--- config.mk ---
export PLATFORM = sky130hd
export DESIGN_NAME = clk_ratio_meter
export DESIGN_NICKNAME = d
export VERILOG_FILES = /design/src/rtl/clk_div_pkg.sv /design/src/rtl/edge_detect.sv /design/src/rtl/clk_ratio_meter.sv
export SDC_FILE = /design/constraint.sdc
export NUM_CORES = 1
export LEC_CHECK = 0
export ABC_AREA = 1
export CAP_MARGIN = 10
export CELL_PAD_IN_SITES_DETAIL_PLACEMENT = 1
export CELL_PAD_IN_SITES_GLOBAL_PLACEMENT = 1
export CORE_MARGIN = 2
export CORE_UTILIZATION = 43
export CTS_BUF_LIST = sky130_fd_sc_hd__clkbuf_2
export DETAILED_ROUTE_END_ITERATION = 12
export PLACE_DENSITY = 0.86
export SLEW_MARGIN = 10
export SYNTH_ARGS = -nofsm -noshare
export SYNTH_HDL_FRONTEND = slang
export SYNTH_HIERARCHICAL = 1
export SYNTH_SLANG_ARGS = --single-unit
--- constraint.sdc ---
create_clock -name i_ref_clk -period 2.2 [get_ports i_ref_clk]
set_input_delay 0.44 -clock i_ref_clk [delete_from_list [all_inputs] [get_ports i_ref_clk]]
set_output_delay 0.44 -clock i_ref_clk [all_outputs]
set_load 0.03 [all_outputs]
--- src/rtl/clk_div_pkg.sv ---
// Shared definitions for the clock divider path: ratio meter FSM states,
// default sizing and the maximum-period helper.
package clk_div_pkg;

  typedef enum logic [1:0] {
    IDLE    = 2'd0,
    ARM     = 2'd1,
    MEASURE = 2'd2
  } meter_state_e;

  localparam int RATIO_WIDTH_DEF = 8;
  localparam int LOCK_COUNT_DEF  = 4;

  // Longest period a counter of the given width can represent.
  function automatic int max_period(input int width);
    return (1 << width) - 1;
  endfunction

endpackage

--- src/rtl/edge_detect.sv ---
// Two-flop sampler for a synchronously generated divided clock; flags the
// cycle in which the sampled level first goes high.
module edge_detect (
  input  logic clk,
  input  logic rst,
  input  logic din,
  output logic level,
  output logic rise
);

  logic s0;
  logic s1;

  always_ff @(posedge clk) begin
    if (rst) begin
      s0 <= 1'b0;
      s1 <= 1'b0;
    end else begin
      s0 <= din;
      s1 <= s0;
    end
  end

  assign level = s0;
  assign rise  = s0 & ~s1;

endmodule

--- src/rtl/clk_ratio_meter.sv ---
// Counts reference-clock cycles per divided-clock period, reports period and
// high time, flags lock after repeated identical periods and a stall timeout.
module clk_ratio_meter
  import clk_div_pkg::*;
#(
  parameter int RATIO_WIDTH = RATIO_WIDTH_DEF,
  parameter int LOCK_COUNT  = LOCK_COUNT_DEF
) (
  input  logic                   i_ref_clk,
  input  logic                   i_rst,
  input  logic                   i_meas_en,
  input  logic                   i_div_clk,
  output logic [RATIO_WIDTH-1:0] o_ratio,
  output logic [RATIO_WIDTH-1:0] o_high_cnt,
  output logic                   o_valid,
  output logic                   o_locked,
  output logic                   o_timeout
);

  localparam logic [RATIO_WIDTH-1:0] MAX_PER = RATIO_WIDTH'(max_period(RATIO_WIDTH));

  meter_state_e           state;
  meter_state_e           state_next;
  logic                   level;
  logic                   rise;
  logic [RATIO_WIDTH-1:0] per_cnt;
  logic [RATIO_WIDTH-1:0] hi_cnt;
  logic [3:0]             match_cnt;
  logic [3:0]             match_next;
  logic                   seen;
  logic                   clear_cnt;
  logic                   start_cnt;
  logic                   inc_cnt;
  logic                   capture;
  logic                   timeout;

  function automatic logic [3:0] sat_inc(input logic [3:0] v);
    return (v == 4'hF) ? v : v + 4'd1;
  endfunction

  edge_detect u_edge (
    .clk   (i_ref_clk),
    .rst   (i_rst),
    .din   (i_div_clk),
    .level (level),
    .rise  (rise)
  );

  always_ff @(posedge i_ref_clk) begin
    if (i_rst) state <= IDLE;
    else       state <= state_next;
  end

  always_comb begin
    state_next = state;
    case (state)
      IDLE:    if (i_meas_en) state_next = ARM;
      ARM:     if (!i_meas_en) state_next = IDLE;
               else if (rise) state_next = MEASURE;
      MEASURE: if (!i_meas_en) state_next = IDLE;
               else if (!rise && per_cnt == MAX_PER) state_next = ARM;
      default: state_next = IDLE;
    endcase
  end

  // A rise coinciding with a full counter is a capture, never a timeout.
  always_comb begin
    capture   = 1'b0;
    timeout   = 1'b0;
    start_cnt = 1'b0;
    inc_cnt   = 1'b0;
    clear_cnt = 1'b0;
    if (!i_meas_en || state == IDLE) begin
      clear_cnt = 1'b1;
    end else if (state == ARM) begin
      start_cnt = rise;
    end else if (state == MEASURE) begin
      if (rise) begin
        capture   = 1'b1;
        start_cnt = 1'b1;
      end else if (per_cnt == MAX_PER) begin
        timeout   = 1'b1;
        clear_cnt = 1'b1;
      end else begin
        inc_cnt = 1'b1;
      end
    end
  end

  always_ff @(posedge i_ref_clk) begin
    if (i_rst || clear_cnt) begin
      per_cnt <= '0;
      hi_cnt  <= '0;
    end else if (start_cnt) begin
      per_cnt <= RATIO_WIDTH'(1);
      hi_cnt  <= RATIO_WIDTH'(1);
    end else if (inc_cnt) begin
      per_cnt <= per_cnt + RATIO_WIDTH'(1);
      hi_cnt  <= hi_cnt + RATIO_WIDTH'(level);
    end
  end

  assign match_next = (seen && per_cnt == o_ratio) ? sat_inc(match_cnt) : 4'd1;

  // Outputs and lock tracking; seen is cleared whenever the meter re-arms.
  always_ff @(posedge i_ref_clk) begin
    if (i_rst) begin
      o_ratio    <= '0;
      o_high_cnt <= '0;
      o_valid    <= 1'b0;
      o_locked   <= 1'b0;
      o_timeout  <= 1'b0;
      match_cnt  <= '0;
      seen       <= 1'b0;
    end else begin
      o_valid <= 1'b0;
      if (!i_meas_en) begin
        o_locked  <= 1'b0;
        match_cnt <= '0;
        seen      <= 1'b0;
      end else if (capture) begin
        o_ratio    <= per_cnt;
        o_high_cnt <= hi_cnt;
        o_valid    <= 1'b1;
        o_timeout  <= 1'b0;
        o_locked   <= int'(match_next) >= LOCK_COUNT;
        match_cnt  <= match_next;
        seen       <= 1'b1;
      end else if (timeout) begin
        o_ratio    <= '0;
        o_high_cnt <= '0;
        o_locked   <= 1'b0;
        o_timeout  <= 1'b1;
        match_cnt  <= '0;
        seen       <= 1'b0;
      end else if (state == IDLE) begin
        match_cnt <= '0;
        seen      <= 1'b0;
      end
    end
  end

endmodule

==> notes.md <==
flow finished, numbers: status=finished, final reports clean, CP Cell Sequence=clkdlybuf4s50_1, via count=between 1,500 and 2,000, Area Growth Syn to Fin=15.01%, share of cells above drive strength 1=around an eighth, maximum clock frequency=about 500 MHz, final weighted congestion in routability-driven placement=0.8119, hold-critical path endpoint=u_edge/s1$_SDFF_PP0_, Max Cap Violations=0, CTS Hold Bufs=0, ranking of synthesized cells by area=dfxtp_1 40%, nand2_1 16%, inv_1 5.8%, Tool Warnings=26, arrival time worst endpoint=~1.5 ns, CP Buf/Inv Count=1, num ports=23, Sink Count=44, number of cells in Yosys stat=293, Post-CTS Setup Inserts=0, Slew Viols, Final=0, Post-CTS Resized=0, critical path endpoint category=output port, initial antenna violation count=0, Via density=about 5, Clock Path Buffers=2, R2R setup slack=0.27 ns, die area=5685 um^2, DR WL/cell=13.54 um, area share, top type=40.18%, CP max stage delay=roughly 0.7 ns, Critical Path RT=roughly 1.8 ns, RSZ-0062 raised after global routing=no, Cell Type Count=33, final net count=between 300 and 400, # DRC=0, worst relative slew slack=roughly two thirds, Mapped Cells=~290, synthesized net count=about 300, largest net degree at the start of global routing=18, DR pass1 iterations=4, Lkg Pwr=about 0.94 nW, Core Util at FP=between 40% and 50%, final setup fails=0, crit path max fanout=4, Critical Path Slowest Stage Cell=clkdlybuf4s50_1, Reg clk slew, reported paths=approximately 0.22 ns, vias in the first global route=a little under 2,000, Worst Slack Setup Final=around 0.22 ns, Slew @ Worst Pin=0.5257 ns, setup_tns=0 ns, synth warn=6, Avg Cell Area, Syn=roughly 7.5 um^2, R2R Path End=o_high_cnt[6]$_SDFFE_PP0P_, Final Cycle Share=about nine tenths, hold path start=u_edge/level$_SDFF_PP0_, worst hold path class=register to register, biggest area consumer among synthesized cells=dfxtp_1, post-route ant nets=0, min cycle time layout=1.981 ns, Placed Area=about 2500 um^2, Startpoint Class=register, Clock Skew=around 0.016 ns, crit path launch=o_ratio[6]$_SDFFE_PP0P_, Synth flops=between 40 and 50, total CTS buffers=5, yosys stat area=2192 um^2, Cell Area, Synth=2192 um^2, Buffers on Ports=22, Diodes inserted=0, final WL=around 5300 um, hold_ws=approximately 0.50 ns, Worst Reg-to-Reg Cells=7, GRT Util Overall=20.18%, Worst R2R Start=per_cnt[0]$_SDFFE_PP0P_, WHS Path Cells=2, sequential share of the synthesized area=roughly 40%, Filler cells=656, Cell Pwr Density=~470 nW/um^2, global-route wire length before repair=approximately 8900 um, root buffer cell=clkbuf_2, cell family with most CP delay=buffers and inverters, Setup CP Type=register to output port, Initial DRC Count=between 60 and 70, detailed placer's ending HPWL=between 3000 and 4000 um, Post-Place Worst Slack=0.02806 ns, H-tree depth=2, gr ovfl total=0, final hold vios=0, CTS tree=yes
-- through the flow --
stage          util, %  total power [mW]  std cells
5_1_grt          52.34             1.235        389
3_5_place_dp     51.53            0.8664        381
6_report         52.34             1.185        389
4_1_cts          52.34             1.201        389
3_3_place_gp     51.53            0.8646        381
2_1_floorplan        -            0.8463        293
-- layout make-up --
type	instances	area [um^2]	share of cell area [%]
Timing Repair Buffer	28	265.3	10.52
Clock inverter	3	13.76	0.5459
Sequential cell	44	880.8	34.94
Clock buffer	5	25.02	0.9926
Multi-Input combinational cell	203	1101	43.67
Tap cell	67	83.83	3.325
Inverter	39	151.4	6.005
-- cells by family after synthesis --
kind of cell | count (synthesis) | synth area share (%)
buffers and inverters | 46 | 9.589
multiplexers | 1 | 0.4566
AND/OR/NAND/NOR | 139 | 28.60
XOR/XNOR | 14 | 5.594
AND-OR/OR-AND | 45 | 13.30
adder cells (fa/ha/maj) | 4 | 2.283
flip-flops | 44 | 40.18
-- worst max path at each step --
| stage | to | slack [ns] | cells past startpoint |
|---|---|---|---|
| after floorplan | hi_cnt[5]$_SDFFE_PP0P_ | 0.59 | 8 |
| after global placement | hi_cnt[1]$_SDFFE_PP0P_ | 0.12 | 9 |
| after detailed placement | hi_cnt[4]$_SDFFE_PP0P_ | 0.03 | 9 |
| after CTS | o_ratio[6] | 0.19 | 1 |
| after global routing | o_ratio[6] | 0.14 | 1 |
| final | o_ratio[6] | 0.22 | 1 |
-- synthesized netlist by cell type --
library cell and n:
dfxtp_1 44, inv_6 1, xnor2_1 1, nor2_1 14
clkbuf_1 1, inv_1 34, nand2_1 91, buf_12 1
nand3b_1 1, a21oi_1 11, nand2_4 2, nor3_1 6
nand4_1 7, a31oi_1 1, nor2_4 3, or2_2 1
buf_2 1, o21bai_1 1, xor2_1 13, ha_1 4
buf_4 4, nand3_2 1, nor3_4 1, o22ai_1 12
o31ai_1 1, nand3_1 10, nand2_2 2, o21ai_0 6
inv_2 4, a21oi_2 11, mux2i_1 1, o21ai_1 1
o2111ai_1 1
-- sequential cells by signal (all words and copies together) (netlist names), 2 cells and up --
name / cells
o_high_cnt: 8
o_ratio: 8
state: 2
per_cnt: 8
match_cnt: 4
hi_cnt: 8
-- power breakdown --
group / switching (mW) / leakage [nW] / total (mW) / internal [mW]
Combinational: 0.0308 / 0.553 / 0.0461 / 0.0154
Sequential: 0.00253 / 0.355 / 0.805 / 0.802
Clock: 0.262 / 0.0302 / 0.333 / 0.0716
-- routing by layer --
layer | global-route usage (%) | vias up | wire [um]
li1 | - | 1000 | -
met1 | 26.12 | 927 | 2503
met2 | 35.07 | 20 | 2607
met3 | 3.175 | 7 | 102
met4 | 5.263 | 0 | 53
met5 | 0 | - | 0
-- layout by cell type, fill, tap and decap left out, types with 5 or more instances in the layout --
master / netlist / layout
a21oi_1: 11 / 11
a21oi_2: 11 / 11
buf_4: 4 / 6
clkbuf_2: 0 / 5
clkdlybuf4s50_1: 0 / 22
dfxtp_1: 44 / 44
inv_1: 34 / 34
nand2_1: 91 / 91
nand3_1: 10 / 10
nand4_1: 7 / 7
nor2_1: 14 / 14
nor3_1: 6 / 6
o21ai_0: 6 / 6
o22ai_1: 12 / 12
xor2_1: 13 / 13
**PDN straps and rails**

Pins as bars on the die edge.
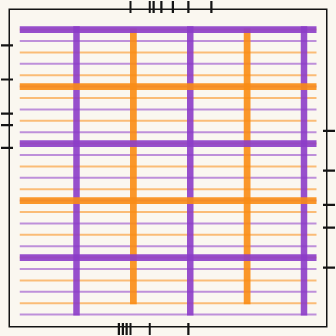
- orange: VDD
- purple: VSS
- rows: 25
- met5 straps: 5
Peak VDD IR: 0.3170 mV
core area: 4817 um^2
Die Span Y: 75.40 um
Die X: 75.40 um

**Cell classes on the final placement**

Bar = 20 um.
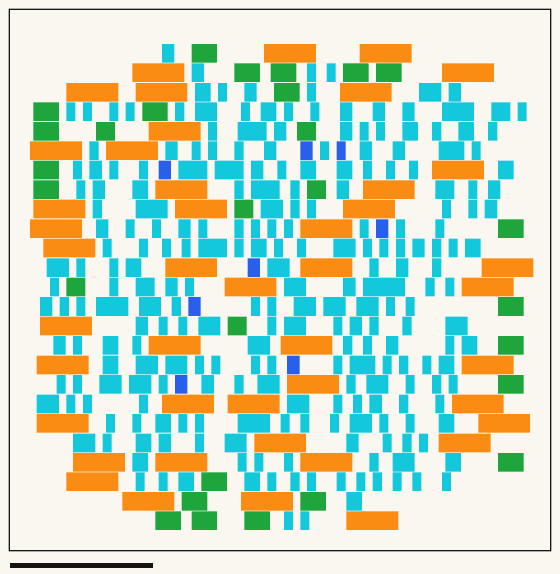
- cyan: all other logic (cells 242)
- orange: flip-flops (cells 44)
- blue: clock drivers and dummy loads (cells 8)
- green: other buffers and delay cells (cells 28)
sequential share of cell area: 34.94%
Row Count: 25
design area: 2521 um^2
Final Util: 52.34%

**Clock distribution**

Bar = 20 um.
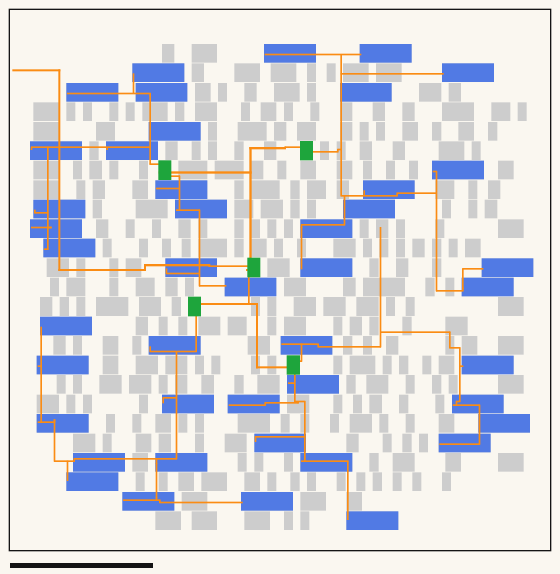
- green: cells driving clock nets (count 5)
- blue: flip-flops (count 44)
- orange: clock wires (length 549 um)
- routed clock nets: 6
- flops lie: spread over the die
clk_lat worst skew: 0.40 ns
clock group power: 0.333 mW

Power is estimated from default activity; no workload was simulated.
